Run 1, placement density heat map:
(4 px per um) 9 x 6 tiles, from dark blue (low) to red (high), 0 to 100% covered.
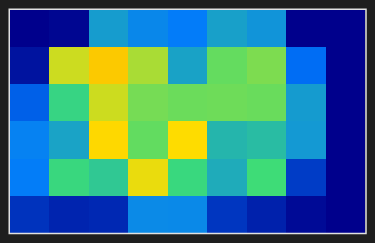
Run 1, signal wires on met1:
(6 px per um) Supply wires on this layer in gray.
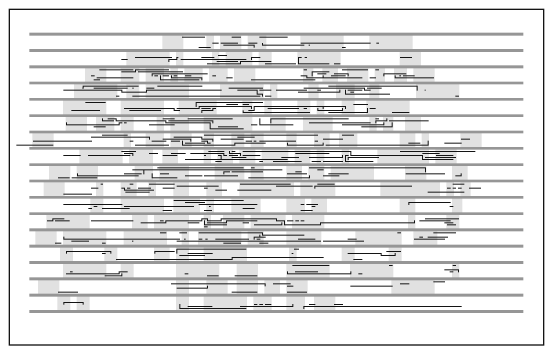
Run 1, placement by cell class:
(4 px per um)
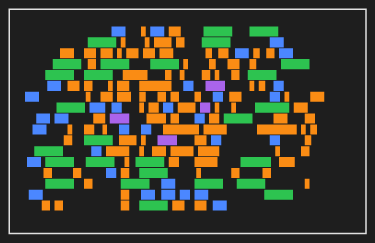
==> config.mk <==
export PLATFORM = sky130hd
export DESIGN_NAME = s2f_gray_count_rx
export DESIGN_NICKNAME = d
export VERILOG_FILES = /design/src/rtl/s2f_gray_count_rx.sv
export SDC_FILE = /design/constraint.sdc
export NUM_CORES = 1
export LEC_CHECK = 0
export CELL_PAD_IN_SITES_DETAIL_PLACEMENT = 1
export CELL_PAD_IN_SITES_GLOBAL_PLACEMENT = 1
export CORE_ASPECT_RATIO = 0.6
export CORE_MARGIN = 3
export CORE_UTILIZATION = 30
export DETAILED_ROUTE_END_ITERATION = 8
export PLACE_DENSITY_LB_ADDON = 0.3
export SLEW_MARGIN = 25
export SYNTH_ARGS = -nofsm -noshare
export SYNTH_HDL_FRONTEND = slang
export SYNTH_SLANG_ARGS = --single-unit
==> constraint.sdc <==
create_clock -name clk2 -period 2.6 [get_ports clk2]
set_input_delay 0.26 -clock clk2 [delete_from_list [all_inputs] [get_ports clk2]]
set_output_delay 0.26 -clock clk2 [all_outputs]
set_load 0.01 [all_outputs]
==> out/qor.csv, run 1 <==
metric;value;unit
p_leak;0.671;nW
cp.depth;10;
netlist.area_leader.share;43.8;%
yosys_warnings;0;
tightest_slew;0.379;ns
grt_max_degree;19;
required;2.78;ns
root_buffer;clkbuf_8;
power.density;764;nW/um^2
hpwl;2300;um
worst_setup_path_end_kind;register;
rrSetupSlack;0.05;ns
clk_pin_slew_worst_paths;0.09;ns
startpoint_type;register;
crit_chain;xor2_4 > xnor2_2 > inv_1 > ha_1 > nor2b_4 > o21a_1 > o21ai_2 > a211o_4 > and4_2 > a31o_2;
crit_slowest_cell;dfxtp_4;
crit_buf_inv;1;
yosysCellCount;127;
clk_latency;0.28;ns
syn_inst;127;
dr.first_iter.drc_count;18;
warnings;26;
hold_viol;0;
hold_path_class;register to register;
drt_pre_antenna_iters;4;
synth.distinct_cells;37;
wl_per_cell;16.0;um
cts_tree;built;
layout_top_cell;dfxtp_1;
ioPinCount;18;
chip_area;4950;um^2
cp_max_fo;6;
cp_slowest_stage_delay;0.38;ns
netlist_area;1230;um^2
diodes;0;
synth-area-yosys;1230;um^2
grt_usage;13.0;%
setup_viol;0;
final_antenna_net_count;0;
die_w;88.8;um
synth_seq_share;43.8;%
period_needed;2.55;ns
grt-ovfl-total;0;
top_area_cell;dfxtp_1;
routabilityCongestion;0.831;
skew;0.00279;ns
final_layout_size_suffix_gt1_share;25.9;%
wl_met2;1570;um
finalMaxSlewViolations;0;
postSynthAreaPerCell;9.72;um^2
drt-met1-wl;1570;um
status;finished, final reports clean;
wl_met3;114;um
-- 'placement density heat map' (at the start) --
nearly empty tiles	17%
tiles over 75% full	3.7%
densest ninth of the die	middle
mean over tiles	33%
emptiest ninth of the die	bottom right
fullest tile	77%
Core ar.: 3810 um^2
Starting Density: 32.4%
fin util: 44.1%

-- 'signal wires on met1' (at the start) --
wire length on this layer	1570 um
main direction	horizontal
nets with wire on the layer	155
share of all routed wire	48%
met1 Use GR: 16.8%
routed vias: 1007
routed wire length: 3280 um

-- 'placement by cell class' (at the start) --
color	class	cells	share of their area
green	registers	27	34%
purple	clock drivers and dummy loads	4	3.0%
orange	remaining logic cells	95	46%
blue	remaining buffers and delay cells	32	18%
FP Rows: 17
sequential share of cell area: 32.5%
fin area: 1680 um^2

-- run 1: cell type report --
cell class | count | area [um^2]
Multi-Input combinational cell | 86 | 707
Inverter | 9 | 33.8
Clock buffer | 3 | 41.3
Timing Repair Buffer | 32 | 287
Fill cell | 436 | 2130
Tap cell | 47 | 58.8
Sequential cell | 27 | 546
Clock inverter | 1 | 7.51
-- run 1: per-stage QoR --
stage          setup TNS [ns]  total power, mW  instances  hold WS [ns]
6_report                    0             1.28        205         0.450
5_1_grt                -0.169             1.38        205         0.471
4_1_cts                     0             1.21        199         0.456
3_5_place_dp           -0.199            0.951        193         0.432
3_3_place_gp                0            0.930        193         0.420
2_1_floorplan               0            0.821        127         0.332
-- run 1: timing repair --
action / 4_1_cts / 5_1_grt
gates resized: 4 / 15
buffers inserted: 2 / 6
setup endpoints to repair: 11 / 11
hold buffers: 0 / 0
pin swaps: 1 / 7
-- run 1: synthesized netlist by cell type --
cell type  number
nand3_1         4
fa_1            1
o211ai_1        2
or4b_1          1
dfxtp_1        27
nand2_1         6
a211o_1         3
or3_1           1
nor4_1          1
and4b_2         1
xnor2_2         1
buf_6           2
and3b_1         1
a21oi_1         8
nor2b_1        10
o31ai_1         1
a211oi_1        1
buf_4           1
xnor2_1         6
nand4_1         1
and2_1          3
clkbuf_1        2
nor2_1          9
or4_1           1
inv_1           9
nand2b_1        4
ha_1            4
and3_1          1
o21a_1          1
mux2i_1         3
o21ai_0         3
a311oi_1        2
xor2_4          1
a31o_2          1
xor2_1          2
nand4b_1        1
and4_2          1
-- run 1: report_power, final --
group / internal (mW) / total [mW] / switching [mW]
logic: 0.244 / 0.518 / 0.275
clock network: 0.109 / 0.247 / 0.138
registers: 0.471 / 0.519 / 0.0477
-- run 1: logic make-up (layout without fill, tap and decap cells) --
logic type	count (synthesis)	in the layout	synth area share, %
fa+ha+maj	5	5	5.67
flops	27	27	43.8
mux	3	3	2.43
compound gates	22	22	11.8
xor+xnor	10	10	9.22
simple gates	46	46	21.4
buf+inv	14	45	5.78
-- run 1: metal layers --
metal | up-vias | track usage (%)
met1 | 497 | 16.8
met4 | 0 | 4.31
met3 | 5 | 4.73
met2 | 15 | 19.8
met5 | - | 0
li1 | 490 | -
==> run 2, diff against run 1 <==
--- a/config.mk
+++ b/config.mk
@@ -8,8 +8,8 @@
 export CELL_PAD_IN_SITES_DETAIL_PLACEMENT = 1
 export CELL_PAD_IN_SITES_GLOBAL_PLACEMENT = 1
 export CORE_ASPECT_RATIO = 0.6
-export CORE_MARGIN = 3
-export CORE_UTILIZATION = 30
+export CORE_MARGIN = 2
+export CORE_UTILIZATION = 36
 export DETAILED_ROUTE_END_ITERATION = 8
 export PLACE_DENSITY_LB_ADDON = 0.3
 export SLEW_MARGIN = 25
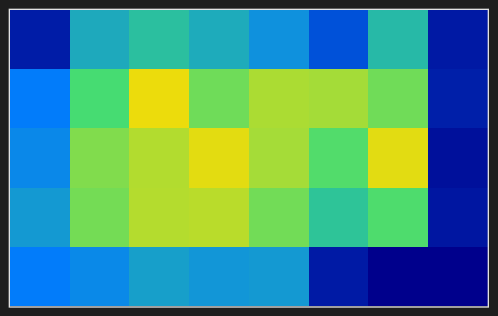
Run 2: placement density heat map
(6 px per um) 8 x 5 tiles, from dark blue (low) to red (high), 0 to 100% covered.
fin util: 49.0%
Starting Density: 37.8%
Core ar.: 3260 um^2

==> run 2 against run 1 <==
Final cell count fell by 3.9%. First-iteration DRC count rose by 110%. Global-route usage is 3.9 points higher. Non-clock buffer count decreased by 6. Wire length shrank 6.4%. Sequential share of layout area up 1.6 points. Critical path type unchanged. Critical endpoint unchanged. Largest cell class unchanged.
==> out/qor.csv, run 2 <==
metric;value;unit;change
rsz0062_at_grt;yes;;
synth_seq_share;43.8;%;unchanged
fillCellCount;377;;-14%
pwr-share-comb;38.1;%;-2.3 points
drcViolationCount;0;;
dr.first_iter.drc_count;37;;+19
finalMaxSlewViolations;0;;unchanged
drv_cap;0;;
grt_max_degree;17;;-2
p_switching;0.443;mW;-3.6%
skew;0.00525;ns;+0.00246 ns
power.density;776;nW/um^2;+1.5%
min_path_cells;1;;
layout_top_cell;dfxtp_1;;
ys.flop_type;dfxtp_1;;
grt_usage;16.8;%;+3.9 points
common_cells;dfxtp_1, nor2b_1, inv_1, nor2_1, a21oi_1;;
startpoint_type;register;;
cp.arrival;2.71;ns;
final_layout_size_suffix_gt1_share;19.7;%;-6.2 points
synth-area-yosys;1230;um^2;unchanged
netlist.area_leader.share;43.8;%;unchanged
hold_path_class;register to register;;
grt-ovfl-total;0;;unchanged
final_antenna_net_count;0;;unchanged
routabilityCongestion;0.828;;-0.29%
worst_setup_path_end_kind;register;;
clkPwrFrac;19.9;%;+0.7 points
r2r_cells;10;;
largest_reg_flops;8;;
most_common_cell;dfxtp_1;;
port_buffers;17;;
fmaxAchievable;396;MHz;
cp_max_fo;5;;-1
crit_slowest_cell;dfxtp_4;;
hpwl;2330;um;+0.90%
cp_slowest_stage_delay;0.40;ns;+0.02 ns
place_worst_setup_slack;-0.142;ns;
ys_async_sr_fraction;0;%;unchanged
p_sw_share;35.7;%;-0.12 points
wl;3070;um;-6.4%
ioPinCount;18;;unchanged
crit_chain;xor2_4 > xnor2_2 > inv_2 > ha_4 > fa_2 > xor2_1 > nand2_1 > a211o_1 > and4_4 > a31o_2;;
fin_setup_tns;0;ns;unchanged
period_needed;2.53;ns;-0.0243 ns
wl_per_cell;15.6;um;-2.6%
netlist_area;1230;um^2;unchanged
synth-seq-cells;27;;
setup_viol;0;;unchanged
tightest_slew;0.489;ns;+0.110 ns
cts_tree;built;;
vias;995;;-1.2%
grt_pass1_wl;4940;um;
warnings;27;;+3.8%
yosysCellCount;127;;unchanged
die_w;79.6;um;-10%
hold_viol;0;;unchanged
root_buffer;clkbuf_8;;
cts_buffer_depth;2;;
period_used_share;97.1;%;
p_leak;0.634;nW;-5.4%
rrSetupSlack;0.07;ns;+0.02 ns
top_area_cell;dfxtp_1;;
vias_per_cell;5.05;;
required;2.78;ns;about the same
synth-edff-count;0;;unchanged
synth.distinct_cells;37;;unchanged
chip_area;3930;um^2;-21%
postSynthAreaPerCell;9.72;um^2;unchanged
drt_pre_antenna_iters;4;;unchanged
clk_pin_slew_worst_paths;0.09;ns;about the same
p_seq_share;42.0;%;+1.6 points
diodes;0;;unchanged
syn_inst;127;;unchanged
cts_hold_buf;0;;unchanged
power;1.24;mW;-3.3%
antenna_found_initial;0;;
fin_ws;0.0745;ns;
clk_latency;0.28;ns;about the same
yosys_warnings;0;;unchanged
status;finished, final reports clean;;
whs;0.447;ns;-0.00233 ns
p_int;0.798;mW;-3.1%
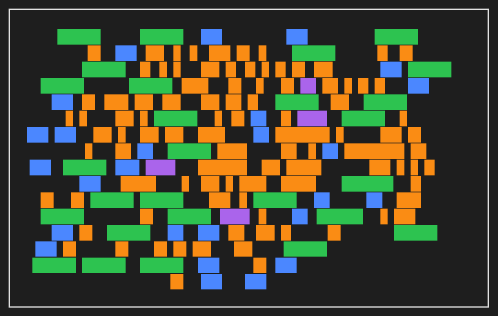
Run 2: placement by cell class
(6 px per um)
sequential share of cell area: 34.1%
fin area: 1600 um^2
FP Rows: 16

-- run 2: worst max-delay path: cells and delay by family, from the launching register on --
kind	cells	cell delay, ns
AND-OR/OR-AND	2	0.54
XOR/XNOR	3	0.55
adder cells (fa/ha/maj)	2	0.52
buffers and inverters	1	0.07
flip-flops	1	0.40
AND/OR/NAND/NOR	2	0.35
-- run 2: timing repair --
item | CTS | global route
pin swaps | 1 | 6
endpoints found under the setup margin | 8 | 12
resized | 3 | 12
buffers inserted | 1 | 1
-- run 2: cell type report --
class / count / area (um^2) / share of cell area [%]
Tap cell: 45 / 56.3 / 3.52
Clock buffer: 3 / 41.3 / 2.58
Multi-Input combinational cell: 86 / 674 / 42.1
Clock inverter: 1 / 7.51 / 0.469
Timing Repair Buffer: 26 / 241 / 15.1
Sequential cell: 27 / 546 / 34.1
Inverter: 9 / 33.8 / 2.11
-- run 2: cells by family (layout without fill, tap and decap cells) --
family / after synthesis / count (layout) / synth area share (%)
flip-flops: 27 / 27 / 43.8
multiplexers: 3 / 3 / 2.43
AND/OR/NAND/NOR: 46 / 46 / 21.4
AND-OR/OR-AND: 22 / 22 / 11.8
buffers and inverters: 14 / 39 / 5.78
adder cells (fa/ha/maj): 5 / 5 / 5.67
XOR/XNOR: 10 / 10 / 9.22
-- run 2: metrics by stage --
stage,util [%],cell area (um^2),cells
after floorplan,-,1250,127
after global placement,45.7,1490,191
after detailed placement,45.7,1490,191
after CTS,47.5,1550,196
after global routing,49.0,1600,197
final,49.0,1600,197
-- run 2: power groups by stage --
stage	sequential (mW)	clock (mW)	combinational, mW
finish	0.522	0.247	0.473
global route	0.530	0.274	0.524
CTS	0.520	0.254	0.434
detailed placement	0.528	0	0.425
global placement	0.522	0	0.402
floorplan	0.520	0	0.301
-- run 2: routing by layer --
layer,up-vias,GRT usage (%),wire length [um]
li1,483,-,-
met1,490,23.1,1490
met2,17,26.3,1410
met3,5,4.44,133
met4,0,4.31,40
met5,-,0,0
Power is estimated from default activity; no workload was simulated.
